$ cat src/rtl/kbd_pkg.sv
// Shared types, scan-code tables and usage-to-set-1 ROM for the HID-to-XT keyboard scheduler.
// KBD_EXT_PREFIX_EN widens the ROM to carry an extended-key flag in bit 8.
package kbd_pkg;

  typedef enum logic [2:0] {
    S_IDLE, S_LATCH, S_MOD, S_BRK, S_MK, S_LOOK, S_PUSH
  } kbd_state_e;

  // key[0] is keycode1, key[2] is keycode3
  typedef struct packed {
    logic [7:0]      shift;
    logic [2:0][7:0] key;
  } hid_report_t;

  localparam logic [7:0] BREAK_BIT  = 8'h80;
  localparam logic [7:0] EXT_PREFIX = 8'hE0;
  localparam logic [7:0] ROLLOVER   = 8'h01;

`ifdef KBD_EXT_PREFIX_EN
  localparam int unsigned ROM_W = 9;
`else
  localparam int unsigned ROM_W = 8;
`endif

  function automatic logic [7:0] mod_code(input logic [2:0] idx);
    logic [7:0] c;
    case (idx)
      3'd0:    c = 8'h1D;
      3'd1:    c = 8'h2A;
      3'd2:    c = 8'h38;
      3'd3:    c = 8'h5B;
      3'd4:    c = 8'h1D;
      3'd5:    c = 8'h36;
      3'd6:    c = 8'h38;
      default: c = 8'h5C;
    endcase
    return c;
  endfunction

  // Right Ctrl, left GUI, right Alt and right GUI are extended keys
  function automatic logic mod_is_ext(input logic [2:0] idx);
    return (idx == 3'd3) || (idx == 3'd4) || (idx == 3'd6) || (idx == 3'd7);
  endfunction

  function automatic logic is_rollover(input hid_report_t r);
    return (r.key[0] == ROLLOVER) && (r.key[1] == ROLLOVER) && (r.key[2] == ROLLOVER);
  endfunction

  // Usage-to-set-1 ROM; bit 8 flags an extended key, 0 means unmapped
  function automatic logic [ROM_W-1:0] kbd_rom(input logic [7:0] usage);
    logic [8:0] c;
    case (usage)
      8'h04: c = 9'h01E; 8'h05: c = 9'h030; 8'h06: c = 9'h02E; 8'h07: c = 9'h020;
      8'h08: c = 9'h012; 8'h09: c = 9'h021; 8'h0A: c = 9'h022; 8'h0B: c = 9'h023;
      8'h0C: c = 9'h017; 8'h0D: c = 9'h024; 8'h0E: c = 9'h025; 8'h0F: c = 9'h026;
      8'h10: c = 9'h032; 8'h11: c = 9'h031; 8'h12: c = 9'h018; 8'h13: c = 9'h019;
      8'h14: c = 9'h010; 8'h15: c = 9'h013; 8'h16: c = 9'h01F; 8'h17: c = 9'h014;
      8'h18: c = 9'h016; 8'h19: c = 9'h02F; 8'h1A: c = 9'h011; 8'h1B: c = 9'h02D;
      8'h1C: c = 9'h015; 8'h1D: c = 9'h02C; 8'h1E: c = 9'h002; 8'h1F: c = 9'h003;
      8'h20: c = 9'h004; 8'h21: c = 9'h005; 8'h22: c = 9'h006; 8'h23: c = 9'h007;
      8'h24: c = 9'h008; 8'h25: c = 9'h009; 8'h26: c = 9'h00A; 8'h27: c = 9'h00B;
      8'h28: c = 9'h01C; 8'h29: c = 9'h001; 8'h2A: c = 9'h00E; 8'h2B: c = 9'h00F;
      8'h2C: c = 9'h039; 8'h4A: c = 9'h147; 8'h4C: c = 9'h153; 8'h4F: c = 9'h14D;
      8'h50: c = 9'h14B; 8'h51: c = 9'h150; 8'h52: c = 9'h148;
      default: c = 9'h000;
    endcase
    return ROM_W'(c);
  endfunction

endpackage

$ cat src/rtl/kbd_fifo.sv
// Synchronous scan-code FIFO with flush; a push on a full FIFO is accepted when a pop coincides.
module kbd_fifo #(
  parameter int unsigned DEPTH = 16,
  parameter int unsigned WIDTH = 8
) (
  input  logic             clk,
  input  logic             rst_n,
  input  logic             i_push,
  input  logic [WIDTH-1:0] i_data,
  input  logic             i_pop,
  input  logic             i_flush,
  output logic [WIDTH-1:0] o_head,
  output logic             o_full,
  output logic             o_empty
);

  localparam int unsigned AW    = $clog2(DEPTH);
  localparam int unsigned CNT_W = AW + 1;

  logic [WIDTH-1:0] r_mem [DEPTH];
  logic [AW-1:0]    r_wr_ptr;
  logic [AW-1:0]    r_rd_ptr;
  logic [CNT_W-1:0] r_count;
  logic             w_rd;
  logic             w_wr;

  assign o_full  = (r_count == CNT_W'(DEPTH));
  assign o_empty = (r_count == '0);
  assign o_head  = r_mem[r_rd_ptr];
  assign w_rd    = i_pop && !o_empty && !i_flush;
  assign w_wr    = i_push && (!o_full || w_rd) && !i_flush;

  always_ff @(posedge clk) begin
    if (w_wr) r_mem[r_wr_ptr] <= i_data;
  end

  always_ff @(posedge clk or negedge rst_n) begin
    if (!rst_n) begin
      r_wr_ptr <= '0;
      r_rd_ptr <= '0;
      r_count  <= '0;
    end else if (i_flush) begin
      r_wr_ptr <= '0;
      r_rd_ptr <= '0;
      r_count  <= '0;
    end else begin
      if (w_wr) r_wr_ptr <= r_wr_ptr + AW'(1);
      if (w_rd) r_rd_ptr <= r_rd_ptr + AW'(1);
      case ({w_wr, w_rd})
        2'b10:   r_count <= r_count + CNT_W'(1);
        2'b01:   r_count <= r_count - CNT_W'(1);
        default: r_count <= r_count;
      endcase
    end
  end

endmodule

$ cat src/rtl/kbd_event_sched.sv
// Diffs HID keyboard reports into XT set-1 make/break bytes and serves them on ports 60h/61h/64h with IRQ1.
// Define KBD_EXT_PREFIX_EN to emit the E0h prefix for extended keys.
module kbd_event_sched
  import kbd_pkg::*;
#(
  parameter int unsigned FIFO_DEPTH = 16,
  parameter int unsigned HOLDOFF    = 256,
  parameter logic [11:0] PORT_DATA  = 12'h060,
  parameter logic [11:0] PORT_CTRL  = 12'h061,
  parameter logic [11:0] PORT_STAT  = 12'h064
) (
  input  logic        clk,
  input  logic        reset_n,
  input  logic [7:0]  shift,
  input  logic [7:0]  keycode1,
  input  logic [7:0]  keycode2,
  input  logic [7:0]  keycode3,
  input  logic [11:0] port,
  input  logic [7:0]  din,
  output logic [7:0]  dout,
  input  logic        cpu_iordin,
  output logic        cpu_iordout,
  input  logic        cpu_iowrin,
  output logic        cpu_iowrout,
  output logic        irq1,
  output logic        overflow
);

  localparam int unsigned HOLD_W  = $clog2(HOLDOFF + 1);
  localparam int unsigned STALL_W = 10;

  hid_report_t      w_report, r_sync1, r_sync2, r_old, r_new;
  kbd_state_e       r_state, r_ret, w_adv_state;
  logic [2:0]       r_idx, r_ret_idx, w_adv_idx;
  logic [7:0]       r_usage, r_byte, w_push_byte, w_mod_code, w_old_key, w_new_key, w_fifo_head;
  logic [ROM_W-1:0] w_rom;
  logic [STALL_W-1:0] r_stall;
  logic             r_brk, r_pfx, r_change_q, w_change, w_old_in_new, w_new_in_old;
  logic             r_iordout, r_iowrout, r_sel_data, r_sel_ctrl, r_sel_stat;
  logic             w_rd_data, w_rd_stat, w_rd_ctrl, w_wr_ctrl, w_flush, w_clr;
  logic             r_obf, r_irq, r_ovf, w_load, w_push_ok, w_drop, w_fifo_full, w_fifo_empty;
  logic [7:0]       r_obf_data, r_dout;
  logic [HOLD_W-1:0] r_hold;
  logic             w_unused;

  assign w_report = {shift, keycode3, keycode2, keycode1};
  assign w_change = (r_sync2 != r_old) && !is_rollover(r_sync2);

  assign w_mod_code   = mod_code(r_idx);
  assign w_old_key    = r_old.key[r_idx[1:0]];
  assign w_new_key    = r_new.key[r_idx[1:0]];
  assign w_old_in_new = (w_old_key == r_new.key[0]) || (w_old_key == r_new.key[1]) ||
                        (w_old_key == r_new.key[2]);
  assign w_new_in_old = (w_new_key == r_old.key[0]) || (w_new_key == r_old.key[1]) ||
                        (w_new_key == r_old.key[2]);
  assign w_rom        = kbd_rom(r_usage);
  assign w_push_byte  = r_pfx ? EXT_PREFIX : r_byte;

  // CPU side decode: address compare is registered one cycle ahead of the toggle
  assign w_rd_data = (cpu_iordin ^ r_iordout) && r_sel_data;
  assign w_rd_stat = (cpu_iordin ^ r_iordout) && r_sel_stat;
  assign w_rd_ctrl = (cpu_iordin ^ r_iordout) && r_sel_ctrl;
  assign w_wr_ctrl = (cpu_iowrin ^ r_iowrout) && r_sel_ctrl;
  assign w_flush   = w_wr_ctrl && din[6];
  assign w_clr     = w_wr_ctrl && din[7];
  assign w_unused  = &{1'b0, din[5:0], w_mod_code[7]};

  assign w_load    = !r_obf && !w_fifo_empty && (r_hold == '0) && !w_rd_data && !w_flush;
  assign w_push_ok = (r_state == S_PUSH) && (!w_fifo_full || w_load);
  assign w_drop    = (r_state == S_PUSH) && !w_push_ok && (r_stall == '1);

  // Where iteration goes after the current slot/bit
  always_comb begin
    w_adv_state = r_state;
    w_adv_idx   = r_idx + 3'd1;
    case (r_state)
      S_MOD: if (r_idx == 3'd7) begin w_adv_state = S_BRK;  w_adv_idx = '0; end
      S_BRK: if (r_idx == 3'd2) begin w_adv_state = S_MK;   w_adv_idx = '0; end
      S_MK:  if (r_idx == 3'd2) begin w_adv_state = S_IDLE; w_adv_idx = '0; end
      default: ;
    endcase
  end

  kbd_fifo #(.DEPTH(FIFO_DEPTH), .WIDTH(8)) u_fifo (
    .clk     (clk),
    .rst_n   (reset_n),
    .i_push  (w_push_ok),
    .i_data  (w_push_byte),
    .i_pop   (w_load),
    .i_flush (w_flush),
    .o_head  (w_fifo_head),
    .o_full  (w_fifo_full),
    .o_empty (w_fifo_empty)
  );

  // Report sequencer
  always_ff @(posedge clk or negedge reset_n) begin
    if (!reset_n) begin
      r_state    <= S_IDLE;
      r_ret      <= S_IDLE;
      r_idx      <= '0;
      r_ret_idx  <= '0;
      r_sync1    <= '0;
      r_sync2    <= '0;
      r_old      <= '0;
      r_new      <= '0;
      r_change_q <= 1'b0;
      r_usage    <= '0;
      r_brk      <= 1'b0;
      r_byte     <= '0;
      r_pfx      <= 1'b0;
      r_stall    <= '0;
    end else begin
      r_sync1    <= w_report;
      r_sync2    <= r_sync1;
      r_change_q <= (r_state == S_IDLE) && w_change;
      case (r_state)
        S_IDLE: if (w_change && r_change_q) r_state <= S_LATCH;
        S_LATCH: begin
          if (is_rollover(r_sync2)) begin
            r_state <= S_IDLE;
          end else begin
            r_new   <= r_sync2;
            r_idx   <= '0;
            r_state <= S_MOD;
          end
        end
        S_MOD: begin
          if (r_old.shift[r_idx] != r_new.shift[r_idx]) begin
            r_byte    <= {1'b0, w_mod_code[6:0]} | (r_new.shift[r_idx] ? 8'h00 : BREAK_BIT);
`ifdef KBD_EXT_PREFIX_EN
            r_pfx     <= mod_is_ext(r_idx);
`endif
            r_stall   <= '0;
            r_ret     <= w_adv_state;
            r_ret_idx <= w_adv_idx;
            r_state   <= S_PUSH;
          end else begin
            r_state <= w_adv_state;
            r_idx   <= w_adv_idx;
          end
        end
        S_BRK, S_MK: begin
          if ((r_state == S_BRK) ? (w_old_key != '0 && !w_old_in_new)
                                 : (w_new_key != '0 && !w_new_in_old)) begin
            r_usage   <= (r_state == S_BRK) ? w_old_key : w_new_key;
            r_brk     <= (r_state == S_BRK);
            r_ret     <= w_adv_state;
            r_ret_idx <= w_adv_idx;
            r_state   <= S_LOOK;
          end else begin
            r_state <= w_adv_state;
            r_idx   <= w_adv_idx;
            if (w_adv_state == S_IDLE) r_old <= r_new;
          end
        end
        S_LOOK: begin
          if (w_rom == '0) begin
            r_state <= r_ret;
            r_idx   <= r_ret_idx;
            if (r_ret == S_IDLE) r_old <= r_new;
          end else begin
            r_byte  <= {1'b0, w_rom[6:0]} | (r_brk ? BREAK_BIT : 8'h00);
`ifdef KBD_EXT_PREFIX_EN
            r_pfx   <= w_rom[8];
`endif
            r_stall <= '0;
            r_state <= S_PUSH;
          end
        end
        S_PUSH: begin
          // Byte leaves either into the FIFO or, after the stall budget, is dropped
          if (w_push_ok || w_drop) begin
            r_stall <= '0;
            if (r_pfx) begin
              r_pfx <= 1'b0;
            end else begin
              r_state <= r_ret;
              r_idx   <= r_ret_idx;
              if (r_ret == S_IDLE) r_old <= r_new;
            end
          end else begin
            r_stall <= r_stall + STALL_W'(1);
          end
        end
        default: r_state <= S_IDLE;
      endcase
    end
  end

  // CPU port handshake, output buffer and IRQ1
  always_ff @(posedge clk or negedge reset_n) begin
    if (!reset_n) begin
      r_iordout  <= 1'b0;
      r_iowrout  <= 1'b0;
      r_sel_data <= 1'b0;
      r_sel_ctrl <= 1'b0;
      r_sel_stat <= 1'b0;
      r_obf      <= 1'b0;
      r_obf_data <= '0;
      r_irq      <= 1'b0;
      r_ovf      <= 1'b0;
      r_dout     <= '0;
      r_hold     <= '0;
    end else begin
      r_iordout  <= cpu_iordin;
      r_iowrout  <= cpu_iowrin;
      r_sel_data <= (port == PORT_DATA);
      r_sel_ctrl <= (port == PORT_CTRL);
      r_sel_stat <= (port == PORT_STAT);
      if (r_hold != '0) r_hold <= r_hold - HOLD_W'(1);
      if (w_load) begin
        r_obf_data <= w_fifo_head;
        r_obf      <= 1'b1;
        r_irq      <= 1'b1;
      end
      if (w_rd_data) begin
        r_dout <= r_obf_data;
        r_obf  <= 1'b0;
        r_irq  <= 1'b0;
        r_hold <= HOLD_W'(HOLDOFF);
      end
      if (w_rd_stat) r_dout <= {6'b0, w_fifo_full, r_obf};
      if (w_rd_ctrl) r_dout <= {r_ovf, 7'b0};
      if (w_clr) begin
        r_irq <= 1'b0;
        r_ovf <= 1'b0;
      end
      if (w_flush) begin
        r_obf <= 1'b0;
        r_irq <= 1'b0;
      end
      if (w_drop) r_ovf <= 1'b1;
    end
  end

  assign dout        = r_dout;
  assign irq1        = r_irq;
  assign overflow    = r_ovf;
  assign cpu_iordout = r_iordout;
  assign cpu_iowrout = r_iowrout;

endmodule

$ cat config.mk
export PLATFORM = sky130hd
export DESIGN_NAME = kbd_event_sched
export DESIGN_NICKNAME = d
export VERILOG_FILES = /design/src/rtl/kbd_pkg.sv /design/src/rtl/kbd_fifo.sv /design/src/rtl/kbd_event_sched.sv
export SDC_FILE = /design/constraint.sdc
export NUM_CORES = 1
export LEC_CHECK = 0
export ABC_AREA = 1
export ABC_CLOCK_PERIOD_IN_PS = 4600
export CORE_UTILIZATION = 55
export CTS_CLUSTER_DIAMETER = 100
export DETAILED_ROUTE_END_ITERATION = 10
export PLACE_DENSITY = 0.75
export RECOVER_POWER = 50
export SYNTH_ARGS = -nofsm -noshare
export SYNTH_HDL_FRONTEND = slang
export SYNTH_SLANG_ARGS = --single-unit
$ cat constraint.sdc
create_clock -name clk -period 4.6 [get_ports clk]
set_input_delay 0.69 -clock clk [delete_from_list [all_inputs] [get_ports clk]]
set_output_delay 0.69 -clock clk [all_outputs]
set_load 0.05 [all_outputs]
Figure 1. Metal layers overlaid (run 1).
Scale bar: 50 um. Only two layers are drawn.
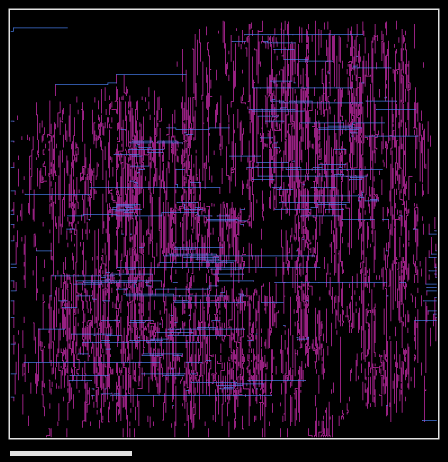
blue -> M3  # wire length 2430 um
magenta -> M2  # wire length 17500 um

Figure 2. Register map, names as in the netlist (run 1).
Scale bar: 50 um. Other sequential cells in the stronger grey, the rest of the logic in the fainter grey.
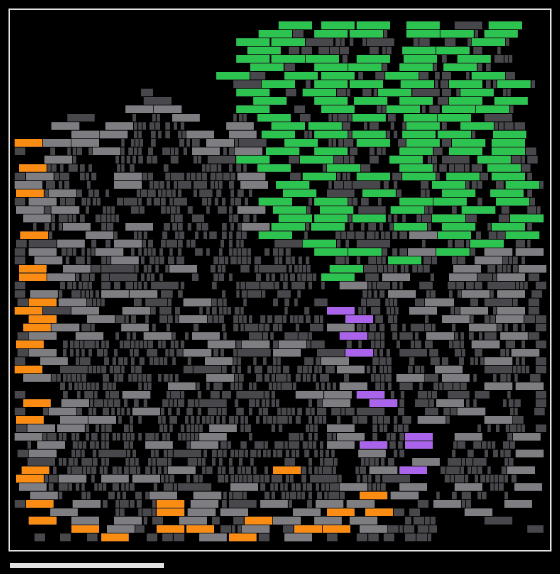
purple -> `r_stall`  # placed flops 10
orange -> `r_sync1`  # placed flops 32
green -> `u_fifo.r_mem`  # placed flops 128
not coloured = 172
Register Area: 9200 sq um
seq pwr: 4.57 mW
sequential portion of the cell area: 49.59%

Figure 3. Clock wiring as the flow saved it (run 1).
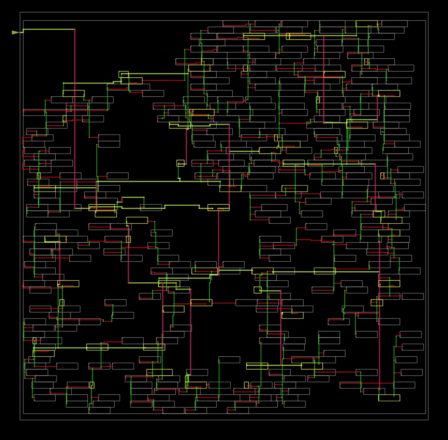
Clk Latency, worst-skew pair: 0.53 ns
seq_cells: 342

==> Slide: Implementation Results, run 1 <==
Synthesis and Place & Route Summary

Run status
  • Status: complete, but fails checks
  • Failing checks: max-capacitance violations, max-slew violations

Logic synthesis
  • Mapped Area: 16460 sq um
  • Most common cell in the netlist: nand2_1
  • Yosys stat area: 16460 sq um
  • Yosys cell count: 1792
  • Synth Area per Inst: 9.183 sq um
  • Synth area leader: dfrtp_1
  • Complex Gates by Area: 11.00%
  • Gate Count Post-Synth: 1792
  • Area leader share: 32.54%
  • Main logic family: simple AND/OR/NAND/NOR gates
  • Main flop type: dfrtp_1
  • Mux frac, synth: 1.217%
  • Synth async-reset ratio: 62.57%
  • Number of enable flip-flop cells: 128

Worst setup path
  • Critical path's slowest cell: dlygate4sd3_1
  • Critical path's top delay family: simple AND/OR/NAND/NOR gates
  • Reg-to-Reg Start: r_idx[1]
  • Crit path DRT: 4.99 ns
  • CP max FO: 9
  • Reg2reg path depth: 17
  • Worst Setup End Kind: register
  • CP Cell Sequence: dlygate4sd3_1 -> or2_2 -> nand2_1 -> nor2_1 -> nor2_1 -> nand2_1 -> inv_2 -> nand2_2 -> nand2_1 -> nand2_1 -> nor2_1 -> inv_1 -> ha_1 -> ha_1 -> nand2_1 -> o21ai_0 -> xor2_1 -> o22ai_1
  • Startpoint Class: primary input
  • CP startpoint: cpu_iordin

Cells and area
  • Area Overhead vs Synth: 12.74%
  • Largest Register: u_fifo.r_mem
  • Number of flip-flops under the largest register name: 128
  • Clkbuf count: 45
  • N_diodes: 0
  • Comb area: 6301 sq um
  • Fin util: 63.77%
  • Comb/total area: 33.97%
  • Top Layout Cells: 442 x nand2_1, 213 x dfrtp_1, 179 x nor2_1
  • Buffers, non-clock: 78
  • Layout Nets: 1937
  • Clock-cell share: 6.374%
  • Leading cell kind: flip-flops and latches

Pwr
  • Clock-net power: 2.91 mW
  • Top Consumer: registers
  • Combinational share of power: 36.0%
  • Clock power frac: 24.9%
  • Seq pwr share: 39.1%
  • P_int: 6.985 mW
  • P_leak: 8.247 nW
  • Peak VDD IR: 0.3900 mV

Die
  • CORE AREA: 29090 sq um
  • Die area: 30610 sq um
  • I/O Pins: 68
  • Die Width: 175.0 um
  • # rows: 62
  • Fp_density: 56.57%
  • Die height: 175.0 um

Detailed routing
  • Mean routed wirelength per cell: 16.69 um
  • Vias per inst: 5.627
  • Post-DRT Antenna Nets: 0
  • 1st-iter DRT viols: 1231
  • Met3 wire length: 2.431 mm
  • Uppermost layer routed: met4
  • DR pass1 iterations: 7
  • Via count: 12718

GRT
  • Initial antenna violation count: 0
  • Global Route met3 Usage: 4.134%
  • Largest net degree at the start of global routing: 95
  • GRT Total Usage: 25.13%
  • Met2 usage: 40.49%

Place
  • Place WS: 0.4143 ns
  • Placed Area: 17380 sq um
  • RePlAce Congestion: 0.9338
  • DPL Wire Length: 25.64 mm

Clocking
  • Clock sink total: 342
  • Post-CTS sizing: 0
  • CTS Buffer Depth: 3
  • Post-CTS setup buffers: 0
  • TritonCTS clock tree: done
  • CTS H-tree depth: 2
  • Clk slew on worst S/H paths: 0.06 ns
  • Cts hold-fix bufs: 0
  • Root cell of the clock tree: clkbuf_16

Timing
  • Fin crit period: 3.808 ns
  • RSZ-0062 raised after global routing: false
  • Slew @ Worst Pin: 2.222 ns
  • Setup slack after layout: 0.7923 ns
  • Max Slew Vio Count: 95
  • Setup_tns: 0 ns
  • Slew margin rel.: -48.11%
  • Final period util: 82.78%
  • Final hold viol count: 0
  • Hold slack: 0.1703 ns
  • Final setup skew: 0.02310 ns

Hold path
  • Hold WC Path Type: primary input to async pin

Run
  • Max Cap Viol: 1
  • Log Warnings: 49
==> run 2: changes to the inputs <==
--- a/config.mk
+++ b/config.mk
@@ -6,11 +6,11 @@
 export NUM_CORES = 1
 export LEC_CHECK = 0
 export ABC_AREA = 1
-export ABC_CLOCK_PERIOD_IN_PS = 4600
+export ABC_CLOCK_PERIOD_IN_PS = 3240
 export CORE_UTILIZATION = 55
 export CTS_CLUSTER_DIAMETER = 100
 export DETAILED_ROUTE_END_ITERATION = 10
-export PLACE_DENSITY = 0.75
+export PLACE_DENSITY = 0.78
 export RECOVER_POWER = 50
 export SYNTH_ARGS = -nofsm -noshare
 export SYNTH_HDL_FRONTEND = slang
==> constraint.sdc (replaced) <==
create_clock -name clk -period 3.24 [get_ports clk]
set_input_delay 0.486 -clock clk [delete_from_list [all_inputs] [get_ports clk]]
set_output_delay 0.486 -clock clk [all_outputs]
set_load 0.05 [all_outputs]
Figure 4. Placement by cell class (run 2).
Fill, decap, tap and diode cells in grey.
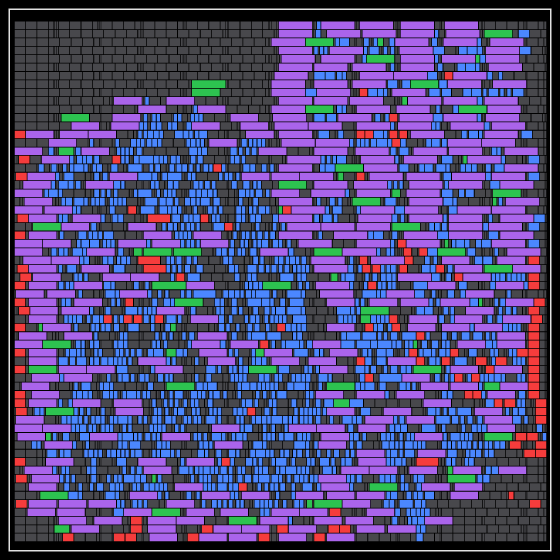
purple -> registers  # cells 342, share of their area 50%
red -> remaining buffers and delay cells  # cells 119, share of their area 6.0%
green -> clock drivers and dummy loads  # cells 64, share of their area 6.2%
blue -> remaining logic cells  # cells 1393, share of their area 38%

==> run 2 against run 1 <==
The run still ends with max-capacitance violations, max-slew violations left; wire length decreased by 0.35%; global-route usage about the same; via count increased by 1.3%; non-clock buffer count increased by 41; die size unchanged; worst setup slack got worse by 0.48 ns; sequential cell count unchanged; largest cell class unchanged.
==> Slide: Implementation Results, run 2 <==
Synthesis and Place & Route Summary

Die
  • Die Width: 175.0 um (unchanged)
  • Die height: 175.0 um (unchanged)
  • Fp_density: 56.57% (unchanged)
  • CORE AREA: 29090 sq um (unchanged)
  • Die area: 30610 sq um (unchanged)

Cells and area
  • Area Overhead vs Synth: 14.60%
  • Buffers, non-clock: 119 (+53%)
  • Layout Nets: 1978 (+2.1%)
  • Seq_cells: 342 (unchanged)
  • Sequential portion of the cell area: 48.79% (-0.80 points)
  • Clkbuf count: 45 (unchanged)
  • Largest Register: u_fifo.r_mem
  • Register Area: 9201 sq um (about the same)
  • N_diodes: 0 (unchanged)
  • Comb area: 6305 sq um (about the same)
  • Fin util: 64.83% (+1.1 points)
  • Comb/total area: 33.43% (-0.53 points)
  • Clock-cell share: 5.998% (-0.38 points)
  • Leading cell kind: flip-flops and latches

Pwr
  • P_leak: 8.432 nW (+2.2%)
  • Seq pwr share: 39.1% (about the same)
  • Clock power frac: 23.7% (-1.2 points)
  • Clock-net power: 3.91 mW (+34%)
  • Seq pwr: 6.45 mW (+41%)
  • Top Consumer: registers
  • Peak VDD IR: 0.5820 mV (+49%)
  • Combinational share of power: 37.3% (+1.3 points)

Worst setup path
  • Critical path's top delay family: simple AND/OR/NAND/NOR gates
  • Critical path's slowest cell: dfrtp_1
  • Startpoint Class: register
  • CP max FO: 5 (-4)
  • Bufs and invs on worst path: 2
  • Reg-to-Reg Start: r_hold[7]
  • CP Cell Sequence: or2_1 -> nor2_2 -> nand4_2 -> nor2_1 -> nand2_1 -> inv_2 -> nand2_2 -> nand2_1 -> nand2_1 -> nor2_1 -> inv_1 -> ha_1 -> ha_1 -> nand2_1 -> o21ai_0 -> xor2_1 -> o22ai_1
  • Worst Setup End Kind: register

Logic synthesis
  • Mapped Area: 16460 sq um (unchanged)
  • Synth Area per Inst: 9.183 sq um (unchanged)
  • Main flop type: dfrtp_1
  • Yosys cell count: 1792 (unchanged)
  • Mux frac, synth: 1.217% (unchanged)
  • Number of enable flip-flop cells: 128 (unchanged)
  • Complex Gates by Area: 11.00% (unchanged)
  • Gate Count Post-Synth: 1792 (unchanged)
  • Area leader share: 32.54% (unchanged)
  • Synth async-reset ratio: 62.57% (unchanged)
  • Synth area leader: dfrtp_1

Place
  • RePlAce Congestion: 0.9153 (-2.0%)
  • Number of instances in the placed design: 2237
  • Placed Area: 17720 sq um (+1.9%)
  • Place WS: -0.05486 ns (-0.4692 ns)
  • DPL Wire Length: 26.14 mm (+1.9%)

Clocking
  • Clk slew on worst S/H paths: 0.06 ns (about the same)
  • Clock sink total: 342 (unchanged)
  • Post-CTS sizing: 0 (unchanged)
  • Post-CTS setup buffers: 0 (unchanged)
  • Root cell of the clock tree: clkbuf_16
  • CTS Buffer Depth: 3 (unchanged)
  • Cts hold-fix bufs: 1 (+1)
  • CTS H-tree depth: 2 (unchanged)

Timing
  • Hold slack: 0.3442 ns (+0.1739 ns)
  • RSZ-0062 raised after global routing: false
  • Setup_tns: 0 ns (unchanged)
  • Slew @ Worst Pin: 2.025 ns (-0.1969 ns)
  • Max Slew Vio Count: 77 (-19%)
  • Final setup viols: 0
  • Final hold viol count: 0 (unchanged)
  • Slew margin rel.: -34.98% (+13 points)
  • Setup slack after layout: 0.3150 ns (-0.4773 ns)

GRT
  • Largest net degree at the start of global routing: 79 (-17%)
  • Global Route met3 Usage: 3.024% (-1.1 points)
  • Initial antenna violation count: 0 (unchanged)
  • Met2 usage: 42.84% (+2.3 points)

Run
  • Log Warnings: 49 (unchanged)
  • Max Cap Viol: 1 (unchanged)

Hold path
  • Hold WC Path Type: register to register

Run status
  • Status: complete, but fails checks
  • Failing checks: max-capacitance violations, max-slew violations

Detailed routing
  • Post-DRT Antenna Nets: 0 (unchanged)
  • 1st-iter DRT viols: 1067 (-13%)
  • Met3 wire length: 2.222 mm (-8.6%)
  • Vias per inst: 5.597 (-0.54%)
  • Uppermost layer routed: met4
Figure 5. Metal layers overlaid (run 2).
Scale bar: 50 um. Only two layers are drawn.
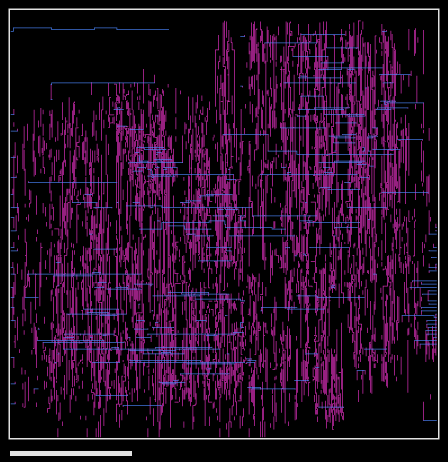
blue -> M3  # wire length 2220 um
magenta -> M2  # wire length 18400 um
mean routed wirelength per cell: 16.33 um
GRT Total Usage: 25.17%
via count: 12885
routed wire length: 37.60 mm

Power is estimated from default activity; no workload was simulated.
